$ cat config.mk
export PLATFORM = sky130hd
export DESIGN_NAME = parking_gate_actuator_flat
export DESIGN_NICKNAME = d
export VERILOG_FILES = /design/src/rtl/parking_gate_actuator_if.sv /design/src/rtl/parking_gate_actuator.sv /design/src/flat_wrapper.sv
export SDC_FILE = /design/constraint.sdc
export NUM_CORES = 1
export LEC_CHECK = 0
export ABC_CLOCK_PERIOD_IN_PS = 3870
export CAP_MARGIN = 10
export CORE_MARGIN = 8
export CORE_UTILIZATION = 35
export DETAILED_ROUTE_END_ITERATION = 7
export DONT_BUFFER_PORTS = 1
export SLEW_MARGIN = 20
export SYNTH_ARGS = -nofsm -noshare
export SYNTH_HDL_FRONTEND = slang
export SYNTH_SLANG_ARGS = --single-unit
export TNS_END_PERCENT = 100
$ cat constraint.sdc
create_clock -name clk -period 3.87 [get_ports clk]
set_clock_uncertainty 0.05 [all_clocks]
set_input_delay 0.774 -clock clk [delete_from_list [all_inputs] [get_ports clk]]
set_output_delay 0.774 -clock clk [all_outputs]
set_load 0.03 [all_outputs]
$ cat src/rtl/parking_gate_actuator_if.sv
// Barrier actuator signal bundle: requests and limit switches in, motor drive and status out.
// The master side drives the inputs; the actuator connects through the slave modport.
interface parking_gate_actuator_if;
  logic gate_open;
  logic limit_up;
  logic limit_down;
  logic obstruct;
  logic fault_clear;
  logic motor_up;
  logic motor_down;
  logic gate_is_open;
  logic fault;
  logic car_passed;

  modport master (
    output gate_open, limit_up, limit_down, obstruct, fault_clear,
    input  motor_up, motor_down, gate_is_open, fault, car_passed
  );

  modport slave (
    input  gate_open, limit_up, limit_down, obstruct, fault_clear,
    output motor_up, motor_down, gate_is_open, fault, car_passed
  );
endinterface

$ cat src/rtl/parking_gate_actuator.sv
// Barrier motor controller: drives up/down from the limit switches, holds open while a
// car is present, reverses on obstruction and latches a fault on timeout/conflict/retries.
module parking_gate_actuator #(
  parameter int HOLD_CYCLES    = 500,
  parameter int TRAVEL_TIMEOUT = 2000,
  parameter int REVERSE_LIMIT  = 3
) (
  input  logic                    clk,
  input  logic                    reset,
  parking_gate_actuator_if.slave  gate_if
);

  localparam int TMAX_VAL = (HOLD_CYCLES > TRAVEL_TIMEOUT) ? HOLD_CYCLES : TRAVEL_TIMEOUT;
  localparam int TW       = $clog2(TMAX_VAL + 1);
  localparam int RW       = $clog2(REVERSE_LIMIT + 1);

  localparam logic [TW-1:0] TIMER_MAX   = {TW{1'b1}};
  localparam logic [TW-1:0] TRAVEL_LAST = TW'(TRAVEL_TIMEOUT - 1);
  localparam logic [TW-1:0] HOLD_LAST   = TW'(HOLD_CYCLES - 1);
  localparam logic [RW:0]   REV_LIMIT   = (RW + 1)'(REVERSE_LIMIT);

  typedef enum logic [2:0] {
    ST_CLOSED  = 3'd0,
    ST_OPENING = 3'd1,
    ST_OPEN    = 3'd2,
    ST_CLOSING = 3'd3,
    ST_FAULT   = 3'd4
  } state_e;

  state_e          state_q, state_d;
  logic [TW-1:0]   timer_q, timer_d;
  logic [RW-1:0]   rev_cnt_q, rev_cnt_d;
  logic            obs_prev_q;
  logic            motor_up_q, motor_up_d;
  logic            motor_down_q, motor_down_d;
  logic            gate_is_open_q, gate_is_open_d;
  logic            fault_q, fault_d;
  logic            car_passed_q, car_passed_d;

  logic            demand_s;
  logic            limit_conflict_s;
  logic [RW:0]     rev_inc_s;
  logic [TW-1:0]   timer_inc_s;

  assign demand_s         = gate_if.gate_open | gate_if.obstruct;
  assign limit_conflict_s = gate_if.limit_up & gate_if.limit_down;
  assign rev_inc_s        = {1'b0, rev_cnt_q} + {{RW{1'b0}}, 1'b1};
  assign timer_inc_s      = (timer_q == TIMER_MAX) ? timer_q : (timer_q + {{(TW-1){1'b0}}, 1'b1});

  // Next-state and reversal bookkeeping; a conflicting limit pair overrides everything but FAULT.
  always_comb begin
    state_d   = state_q;
    rev_cnt_d = rev_cnt_q;
    if ((state_q != ST_FAULT) && limit_conflict_s) begin
      state_d = ST_FAULT;
    end else begin
      case (state_q)
        ST_CLOSED: begin
          if (gate_if.gate_open) state_d = ST_OPENING;
          else                   state_d = ST_CLOSED;
        end
        ST_OPENING: begin
          if (gate_if.limit_up)            state_d = ST_OPENING == ST_OPENING ? ST_OPEN : ST_OPEN;
          else if (timer_q == TRAVEL_LAST) state_d = ST_FAULT;
          else                             state_d = ST_OPENING;
        end
        ST_OPEN: begin
          if (!demand_s && (timer_q == HOLD_LAST)) state_d = ST_CLOSING;
          else                                     state_d = ST_OPEN;
        end
        ST_CLOSING: begin
          if (gate_if.limit_down) begin
            state_d   = ST_CLOSED;
            rev_cnt_d = {RW{1'b0}};
          end else if (demand_s) begin
            rev_cnt_d = rev_inc_s[RW-1:0];
            if (rev_inc_s < REV_LIMIT) state_d = ST_OPENING;
            else                       state_d = ST_FAULT;
          end else if (timer_q == TRAVEL_LAST) begin
            state_d = ST_FAULT;
          end else begin
            state_d = ST_CLOSING;
          end
        end
        ST_FAULT: begin
          if (gate_if.fault_clear) begin
            state_d   = ST_CLOSING;
            rev_cnt_d = {RW{1'b0}};
          end else begin
            state_d = ST_FAULT;
          end
        end
        default: state_d = ST_FAULT;
      endcase
    end
  end

  // Timer restarts on any state change and while a car or request keeps the gate open.
  always_comb begin
    if (state_d != state_q) begin
      timer_d = {TW{1'b0}};
    end else if ((state_q == ST_OPEN) && demand_s) begin
      timer_d = {TW{1'b0}};
    end else if ((state_q == ST_OPENING) || (state_q == ST_OPEN) || (state_q == ST_CLOSING)) begin
      timer_d = timer_inc_s;
    end else begin
      timer_d = timer_q;
    end
    motor_up_d     = (state_d == ST_OPENING);
    motor_down_d   = (state_d == ST_CLOSING);
    gate_is_open_d = (state_d == ST_OPEN);
    fault_d        = (state_d == ST_FAULT);
    car_passed_d   = (state_q == ST_OPEN) && obs_prev_q && !gate_if.obstruct;
  end

  // State, counters and registered outputs; reset re-homes the barrier via CLOSING.
  always_ff @(posedge clk or negedge reset) begin
    if (!reset) begin
      state_q        <= ST_CLOSING;
      timer_q        <= {TW{1'b0}};
      rev_cnt_q      <= {RW{1'b0}};
      obs_prev_q     <= 1'b0;
      motor_up_q     <= 1'b0;
      motor_down_q   <= 1'b0;
      gate_is_open_q <= 1'b0;
      fault_q        <= 1'b0;
      car_passed_q   <= 1'b0;
    end else begin
      state_q        <= state_d;
      timer_q        <= timer_d;
      rev_cnt_q      <= rev_cnt_d;
      obs_prev_q     <= gate_if.obstruct;
      motor_up_q     <= motor_up_d;
      motor_down_q   <= motor_down_d;
      gate_is_open_q <= gate_is_open_d;
      fault_q        <= fault_d;
      car_passed_q   <= car_passed_d;
    end
  end

  assign gate_if.motor_up     = motor_up_q;
  assign gate_if.motor_down   = motor_down_q;
  assign gate_if.gate_is_open = gate_is_open_q;
  assign gate_if.fault        = fault_q;
  assign gate_if.car_passed   = car_passed_q;

endmodule

$ cat src/flat_wrapper.sv
// flat-port wrapper written by rule: the top's interface ports become plain ports
module parking_gate_actuator_flat 
#(
  parameter int HOLD_CYCLES    = 500,
  parameter int TRAVEL_TIMEOUT = 2000,
  parameter int REVERSE_LIMIT  = 3
)
  (clk, reset, gate_if_gate_open, gate_if_limit_up, gate_if_limit_down, gate_if_obstruct, gate_if_fault_clear, gate_if_motor_up, gate_if_motor_down, gate_if_gate_is_open, gate_if_fault, gate_if_car_passed);
  parking_gate_actuator_if gate_if_i ();
  input  logic clk;
  input  logic reset;
  input wire logic [$bits(gate_if_i.gate_open)-1:0] gate_if_gate_open;
  input wire logic [$bits(gate_if_i.limit_up)-1:0] gate_if_limit_up;
  input wire logic [$bits(gate_if_i.limit_down)-1:0] gate_if_limit_down;
  input wire logic [$bits(gate_if_i.obstruct)-1:0] gate_if_obstruct;
  input wire logic [$bits(gate_if_i.fault_clear)-1:0] gate_if_fault_clear;
  output wire logic [$bits(gate_if_i.motor_up)-1:0] gate_if_motor_up;
  output wire logic [$bits(gate_if_i.motor_down)-1:0] gate_if_motor_down;
  output wire logic [$bits(gate_if_i.gate_is_open)-1:0] gate_if_gate_is_open;
  output wire logic [$bits(gate_if_i.fault)-1:0] gate_if_fault;
  output wire logic [$bits(gate_if_i.car_passed)-1:0] gate_if_car_passed;
  assign gate_if_i.gate_open = gate_if_gate_open;
  assign gate_if_i.limit_up = gate_if_limit_up;
  assign gate_if_i.limit_down = gate_if_limit_down;
  assign gate_if_i.obstruct = gate_if_obstruct;
  assign gate_if_i.fault_clear = gate_if_fault_clear;
  assign gate_if_motor_up = gate_if_i.motor_up;
  assign gate_if_motor_down = gate_if_i.motor_down;
  assign gate_if_gate_is_open = gate_if_i.gate_is_open;
  assign gate_if_fault = gate_if_i.fault;
  assign gate_if_car_passed = gate_if_i.car_passed;
  parking_gate_actuator #(.HOLD_CYCLES(HOLD_CYCLES), .TRAVEL_TIMEOUT(TRAVEL_TIMEOUT), .REVERSE_LIMIT(REVERSE_LIMIT)) u_core (.clk(clk), .reset(reset), .gate_if(gate_if_i));
endmodule
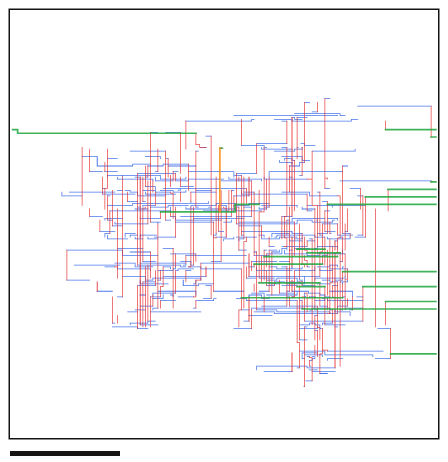
Figure 1: run 1, signal wires by layer.
Bar = 20 um.
layer	color	wire length
metal 2	red	1250 um
metal 1	blue	1320 um
metal 3	green	249 um
metal 4	orange	11.6 um

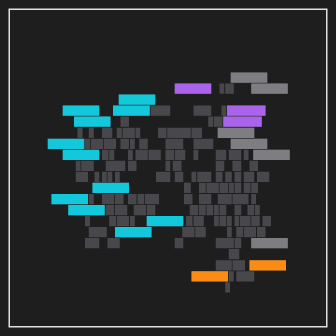
Figure 2: run 1, where the registers sit.
Other sequential cells in the stronger gray, the rest of the logic in the fainter gray.
name in the netlist	color	placed flops
`u_core.rev_cnt_q`	orange	2
`u_core.timer_q`	cyan	11
`u_core.state_q`	purple	3

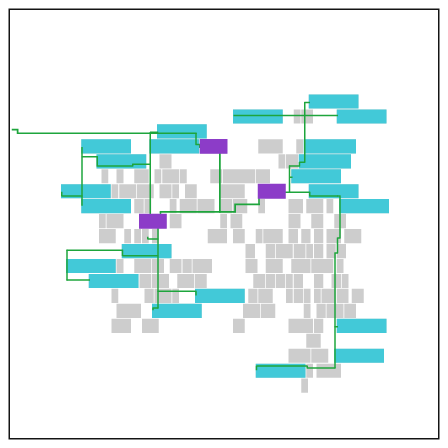
Figure 3: run 1, clock network drawn from the DEF.
[clock drivers] purple | count: 3
[flip-flops] cyan | count: 22
[clock wires] green | length: 279 um
routed clock nets	4

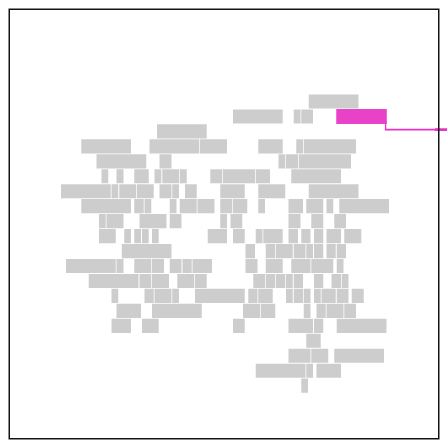
Figure 4: run 1, port wiring.
port	color	bits	direction	end cells	buffers	wire
`gate_if_motor_down`	magenta	1	output	1	0	10.7 um
Ports: 12
input/output buffers: 0

==> run summary, run 1 <==
Initial DRC Count = 118
Fraction of layout instances using a drive strength above 1 = 9.09%
Post-synth regs = 22
Status = complete, no violations
Flop Count = 22
Post-CTS setup buffers = 0
Comb. pwr = 259 uW
Logic pwr share = 32.9%
Routability cong. = 0.969
Leading area contributor after synthesis = dfrtp_1
Worst path arrival time = 2.29 ns
WHS = 0.146 ns
Grt ovf = 0
Levels on crit path = 5
Cell area after synthesis = 1340 um2
Flip-flop and latch power = 381 uW
GRT Total Usage = 9.50%
Vias = 1043
Count leader, synth = dfrtp_1
Mux area share = 1.59%
Comb/total area = 51.9%
Initial antenna violation count = 0
Switching portion of total power = 41.7%
Gr busiest metal = met2
Total tool warning count = 27
Startpoint Class = register
Clk pwr = 147 uW
Inverter count = 6
TritonCTS Buffers = 3
Sequential share of the synthesized area = 41.3%
YS chip area = 1340 um2
Router iterations before antenna repair = 4
Clock H-tree levels = 1
Hold Crit Class = in2async
Flop share of the area = 39.1%
Yosys cell count = 144
Slew @ Worst Pin = 0.555 ns
Pwr per Cell Area = 557 nW/um2
Max FO, Critical Path = 15
# resized after CTS = 0
Comb_multi_in = 111
Die Y = 77.8 um
CTS Sinks = 22
LEAKAGE = 0.000550 uW
Area fraction in xor and xnor cells = 5.89%
Largest cell class by area = logic gates
Worst skew pair latency = 0.26 ns
VDD IR-drop max = 0.161 mV
Met3 WL = 248 um
Fin crit share = 56.9%
Slew headroom = 62.7%
Area contributors post-synth = dfrtp_1 (37%), nor2_1 (5.3%), dfstp_2 (3.9%)
Clk network pwr share = 18.7%
ANT cells = 0
Power share of the sequential group = 48.3%
# clk buffers = 4
Worst r2r path cells = 5
Yosys simple share = 28.6%
Max-area cell share = 37.4%
Pin count of the biggest net entering global routing = 23
Top post-synthesis cells by count = dfrtp_1 (20), nor2_1 (19), nand2_1 (7), nor3_1 (7), o21ai_0 (7)
Setup CP Type = reg2reg
Met2 WL = 1250 um
Worst R2R End = u_core.timer_q[10]
Post-Route M1 WL = 1320 um
Tapcells = 48
Layout fillers = 371
Clk pin slew, worst setup/hold paths = 0.08 ns
Worst r2r src = u_core.state_q[2]
Number of global-route vias before repair = 1011
Worst Setup EP = u_core.timer_q[10]
Fin. max-slew vios = 0
Avg Vias per Cell = 5.46
Core area = 3660 um2
Post-Route WL = 2830 um
ClkCell Share = 3.19%
Largest delay share family, worst path = simple AND/OR/NAND/NOR gates
Die Wd = 77.8 um
CP Capture Type = register
Post-DP HPWL = 2120 um
Final hold vios = 0
Leading power group = sequential cells
Drt drc = 0
DIE AREA = 6060 um2
Top cell excl fill/tap = dfrtp_1
RSZ-0062 raised after global routing = no
Syn. warnings = 0
Nets = 154
CTS hold repair buffers = 0
Syn Area/Cell = 9.30 um2
R2R Setup Slk = 1.67 ns
Global Route met1 Usage = 11.6%
Internal = 459 uW
Critical path origin = u_core.state_q[2]
Setup violations, final = 0
Routed Antenna Nets = 0
Root Driver = clkbuf_8
DP Worst Slack = 1.64 ns
CTS tree = built
Final Critical Period = 2.20 ns
Psw = 328 uW
Synth Instances = 144
Wirelength per Cell = 14.8 um
Layout Utilization = 38.6%
Adder Area Share = 2.80%
First-pass GRT wire length = 4770 um
F_max = 0.455 GHz
Slowest CP cell = or4b_1
AND-OR/OR-AND Cells, Area Fraction = 15.9%
Min setup slack post-route = 1.67 ns
==> run 1: per-stage QoR <==
| stage | cell area (um2) | cells | total power (uW) |
|---|---|---|---|
| final | 1410 | 191 | 787 |
| after CTS | 1410 | 191 | 791 |
| after floorplan | 1340 | 144 | 602 |
| after global routing | 1410 | 191 | 839 |
| after global placement | 1370 | 187 | 641 |
| after detailed placement | 1370 | 187 | 643 |
==> run 1: flip-flops by register name, summed over array words and instances (netlist names) <==
| name | flops |
|---|---|
| u_core.gate_if.motor_up | 1 |
| u_core.obs_prev_q | 1 |
| u_core.rev_cnt_q | 2 |
| u_core.gate_if.car_passed | 1 |
| u_core.gate_if.gate_is_open | 1 |
| u_core.gate_if.motor_down | 1 |
| u_core.timer_q | 11 |
| u_core.gate_if.fault | 1 |
| u_core.state_q | 3 |
## Run 2: what changed since run 1
--- a/config.mk
+++ b/config.mk
@@ -5,7 +5,7 @@
 export SDC_FILE = /design/constraint.sdc
 export NUM_CORES = 1
 export LEC_CHECK = 0
-export ABC_CLOCK_PERIOD_IN_PS = 3870
+export ABC_CLOCK_PERIOD_IN_PS = 1800
 export CAP_MARGIN = 10
 export CORE_MARGIN = 8
 export CORE_UTILIZATION = 35
==> constraint.sdc (replaced) <==
create_clock -name clk -period 1.8 [get_ports clk]
set_clock_uncertainty 0.05 [all_clocks]
set_input_delay 0.36 -clock clk [delete_from_list [all_inputs] [get_ports clk]]
set_output_delay 0.36 -clock clk [all_outputs]
set_load 0.03 [all_outputs]
==> run summary, run 2 <==
Status = complete, but fails checks
Failing checks = hold timing, setup timing
TritonCTS Buffers = 3
Hold Crit Class = in2async
Largest delay share family, worst path = simple AND/OR/NAND/NOR gates
Total tool warning count = 29
Grt ovf = 0
Die Y = 77.8 um
# clk buffers = 3
Slowest CP cell = dfstp_2
Flop Count = 22
Clock H-tree levels = 1
Top post-synthesis cells by count = dfrtp_1 (20), nor2_1 (19), nand2_1 (7), nor3_1 (7), o21ai_0 (7)
Leading area contributor after synthesis = dfrtp_1
# resized after CTS = 9
Fin crit share = 104%
Setup CP Type = reg2reg
Count leader, synth = dfrtp_1
Final instance area = 1800 um2
Final Critical Period = 1.87 ns
Fin. max-slew vios = 0
Post-Route M1 WL = 1490 um
Worst path arrival time = 1.97 ns
WHS = -0.000339 ns
Cell area after synthesis = 1340 um2
Yosys simple share = 28.6%
Drt drc = 0
Internal = 1430 uW
DIE AREA = 6060 um2
Number of global-route vias before repair = 1206
Cell Count Post-Placement = 210
Power share of the sequential group = 32.2%
CP Capture Type = register
Startpoint Class = register
Setup violations, final = 14
Initial DRC Count = 112
Sequential share of the synthesized area = 41.3%
Avg Vias per Cell = 5.56
ClkCell Share = 3.95%
Dpl cell area = 1560 um2
Largest Register = u_core.timer_q
Switching portion of total power = 38.5%
Wirelength per Cell = 16.1 um
Router iterations before antenna repair = 4
Psw = 893 uW
Die Wd = 77.8 um
Yosys cell count = 144
Layout Utilization = 49.3%
Min setup slack post-route = -0.0651 ns
Adder Area Share = 2.80%
Area contributors post-synth = dfrtp_1 (37%), nor2_1 (5.3%), dfstp_2 (3.9%)
Syn. warnings = 0
Final hold vios = 1
Pin count of the biggest net entering global routing = 23
Syn Area/Cell = 9.30 um2
Tapcells = 48
GRT Total Usage = 11.7%
Leading power group = combinational cells
DP Worst Slack = -0.176 ns
Global Route met1 Usage = 14.5%
Vias = 1217
Comb/total area = 47.5%
LEAKAGE = 0.000759 uW
Routed Antenna Nets = 0
First-pass GRT wire length = 5820 um
YS chip area = 1340 um2
Root Driver = clkbuf_8
Fraction of layout instances using a drive strength above 1 = 35.7%
Core area = 3660 um2
Post-CTS setup buffers = 0
Slew @ Worst Pin = 0.496 ns
VDD IR-drop max = 0.517 mV
Area fraction in xor and xnor cells = 5.89%
Flip-flop and latch power = 746 uW
Layout fillers = 333
RSZ-0062 raised after global routing = yes
Routability cong. = 0.890
Mux area share = 1.59%
Post-synth regs = 22
Logic pwr share = 48.1%
Largest cell class by area = logic gates
Nets = 182
Initial antenna violation count = 0
Final Non-Filler Cells = 219
CTS tree = built
Ports = 12
Slew headroom = 67.0%
Largest register FFs = 11
[run 2: cell types whose count changed in the layout (fill, tap and decap cells not counted), sizes merged]
cell	change
inv	-1
buf	+28
bufinv	+1
clkinvlp	+1
clkbuf	-1
[run 2: path summary, 6_finish.rpt]
| check | from | to | slack (ns) | cells past startpoint |
|---|---|---|---|---|
| worst max-delay path | u_core.state_q[1] | u_core.timer_q[0] | -0.07 | 7 |
| worst min-delay path | reset | u_core.gate_if.motor_down | -0.0003 | 1 |
| worst max register to register | u_core.state_q[1] | u_core.timer_q[0] | -0.07 | 7 |
| worst min register to register | u_core.obs_prev_q | u_core.gate_if.car_passed | 0.48 | 1 |
| max in group asynchronous | reset | u_core.state_q[1] | 1.35 | 1 |
| min in group clk | gate_if_obstruct | u_core.obs_prev_q | 0.07 | 0 |
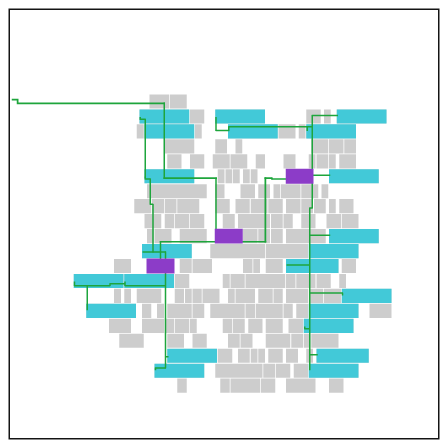
Figure 5: run 2, clock network drawn from the DEF.
[clock wires] green | length: 277 um
[clock drivers] purple | count: 3
[flip-flops] cyan | count: 22
routed clock nets	4
worst skew pair latency: 0.26 ns
Clk network pwr share: 19.7%
clk pwr: 457 uW

## Run 3: what changed since run 2
--- a/config.mk
+++ b/config.mk
@@ -9,9 +9,9 @@
 export CAP_MARGIN = 10
 export CORE_MARGIN = 8
 export CORE_UTILIZATION = 35
+export CTS_CLUSTER_DIAMETER = 30
 export DETAILED_ROUTE_END_ITERATION = 7
 export DONT_BUFFER_PORTS = 1
-export SLEW_MARGIN = 20
 export SYNTH_ARGS = -nofsm -noshare
 export SYNTH_HDL_FRONTEND = slang
 export SYNTH_SLANG_ARGS = --single-unit
==> run summary, run 3 <==
Status = complete, but fails checks
Failing checks = setup timing
Switching portion of total power = 38.3%
Slew headroom = 32.9%
Cell Count Post-Placement = 210
LEAKAGE = 0.000759 uW
First-pass GRT wire length = 5820 um
Crit-path cells = or3b_4 > nor4_4 > o22ai_1 > nand4_1 > buf_12 > nor2_1
Comb. pwr = 1110 uW
Slew @ Worst Pin = 1.00 ns
Commonest non-fill, non-tap cells in the layout = buf_4 (24), dfrtp_1 (20), nor2_1 (17)
Synth logic family = simple AND/OR/NAND/NOR gates
Internal = 1430 uW
Clk pin slew, worst setup/hold paths = 0.08 ns
Largest Register = u_core.timer_q
Number of global-route vias before repair = 1206
Top post-synthesis cells by count = dfrtp_1 (20), nor2_1 (19), nand2_1 (7), nor3_1 (7), o21ai_0 (7)
ANT cells = 0
GRT Total Usage = 11.7%
Levels on crit path = 6
Drt drc = 0
Slowest CP cell = dfstp_2
Area fraction in xor and xnor cells = 5.89%
Final TNS setup = -0.595 ns
R2R Setup Slk = -0.06 ns
Crit path DRT = 1.91 ns
RSZ-0062 raised after global routing = yes
Max-cap violations = 0
Post-Route WL = 3460 um
Top layer in use = met4
Async SR Flop Fraction = 100%
CTS hold repair buffers = 1
Layout Utilization = 49.4%
Avg Vias per Cell = 5.54
Die Y = 77.8 um
Worst r2r path cells = 6
Syn. warnings = 0
M3 GR Usage = 3.92%
Cell area after synthesis = 1340 um2
Final Critical Period = 1.86 ns
Count leader, synth = dfrtp_1
WHS = 0.0646 ns
Critical path origin = u_core.state_q[1]
Distinct cells, synth = 47
Setup violations, final = 13
Startpoint Class = register
Die Wd = 77.8 um
Final hold vios = 0
Met3 WL = 212 um
Mux area share = 1.59%
Post-CTS setup buffers = 0
Fin. max-slew vios = 0
Root Driver = clkbuf_8
Initial DRC Count = 130
Pwr per Cell Area = 1280 nW/um2
Synth Instances = 144
Worst path arrival time = 1.96 ns
Hold Crit Class = in2reg
Top flop regs = u_core.timer_q x11, u_core.state_q x3, u_core.rev_cnt_q x2
DP Worst Slack = -0.176 ns
Yosys simple share = 28.6%
Flip-flop and latch power = 745 uW
Psw = 888 uW
Largest register FFs = 11
Ports = 12
Design Power = 2320 uW
Area contributors post-synth = dfrtp_1 (37%), nor2_1 (5.3%), dfstp_2 (3.9%)
Routed Antenna Nets = 0
Commonest flop = dfrtp_1
Router iterations before antenna repair = 4
Nets = 182
Routability cong. = 0.890
CP bufs+invs = 1
Clk buf depth = 2
Worst R2R End = u_core.timer_q[0]
Global Route met1 Usage = 14.5%
Sequential share of the synthesized area = 41.3%
Syn Area/Cell = 9.30 um2
Clock H-tree levels = 1
Post-Route M1 WL = 1490 um
VDD IR-drop max = 0.512 mV
CTS Sinks = 22
Max FO, Critical Path = 11
Initial antenna violation count = 0
Grt ovf = 0
Gr busiest metal = met2
Met2 WL = 1700 um
TritonCTS Buffers = 3
Pin count of the biggest net entering global routing = 23
Post-synth regs = 22
Fin crit share = 103%
Critical Path Max Stage Delay = 0.54 ns
Post-DP HPWL = 2450 um
Final instance area = 1810 um2
Input/output buffers = 0
Logic pwr share = 48.0%
DIE AREA = 6060 um2
Power share of the sequential group = 32.2%
Max-area cell share = 37.4%
Fraction of layout instances using a drive strength above 1 = 35.1%
F_max = 0.539 GHz
Worst r2r src = u_core.state_q[1]
Clk network pwr share = 19.8%
Min setup slack post-route = -0.0560 ns
Number of synthesized flops with an enable pin = 0
# resized after CTS = 9
CTS tree = built
Top cell excl fill/tap = buf_4
AND-OR/OR-AND Cells, Area Fraction = 15.9%
CP Capture Type = register
Dpl cell area = 1560 um2
Area delta synth->final = 35.1%
YS chip area = 1340 um2
Initial Util = 36.6%
Vias = 1214
Syn nets = 154
Worst Setup EP = u_core.timer_q[0]
Adder Area Share = 2.80%
Largest delay share family, worst path = simple AND/OR/NAND/NOR gates
Yosys cell count = 144
Placement row count = 22
Wirelength per Cell = 15.8 um
Core area = 3660 um2
Clk pwr = 459 uW
Met2 GRT Util = 18.3%
Leading power group = combinational cells
Setup CP Type = reg2reg
Total tool warning count = 29
Final Non-Filler Cells = 219
Leading area contributor after synthesis = dfrtp_1
Worst skew pair latency = 0.27 ns
-- run 3: cell counts after synthesis --
No cell type changed its count.
-- run 3: cell type report --
cell class,count,area [um2]
fill,330,1850
inverter,6,26.3
timing repair buffer,28,241
sequential,22,553
clock inverter,1,30.0
clock buffer,3,41.3
multi-input combinational,111,857
tap,48,60.1
-- run 3: worst min-delay path by stage --
stage	cells past startpoint	start	end	slack (ns)
after detailed placement	0	reset	u_core.rev_cnt_q[1]	0.02
final	0	gate_if_obstruct	u_core.obs_prev_q	0.06
after floorplan	0	reset	u_core.gate_if.car_passed	0.01
after global routing	0	gate_if_obstruct	u_core.obs_prev_q	0.04
after global placement	0	reset	u_core.gate_if.fault	0.02
after CTS	0	gate_if_obstruct	u_core.obs_prev_q	0.06
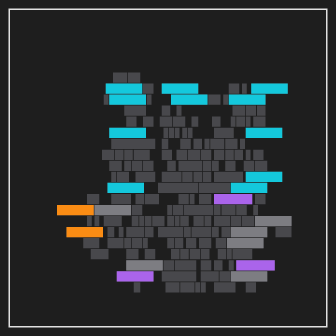
Figure 6: run 3, where the registers sit.
Other sequential cells in the stronger gray, the rest of the logic in the fainter gray.
name in the netlist	color	placed flops
`u_core.timer_q`	cyan	11
`u_core.rev_cnt_q`	orange	2
`u_core.state_q`	purple	3
not colored	6

No activity file was given, so power comes from the tool's default toggle rates.
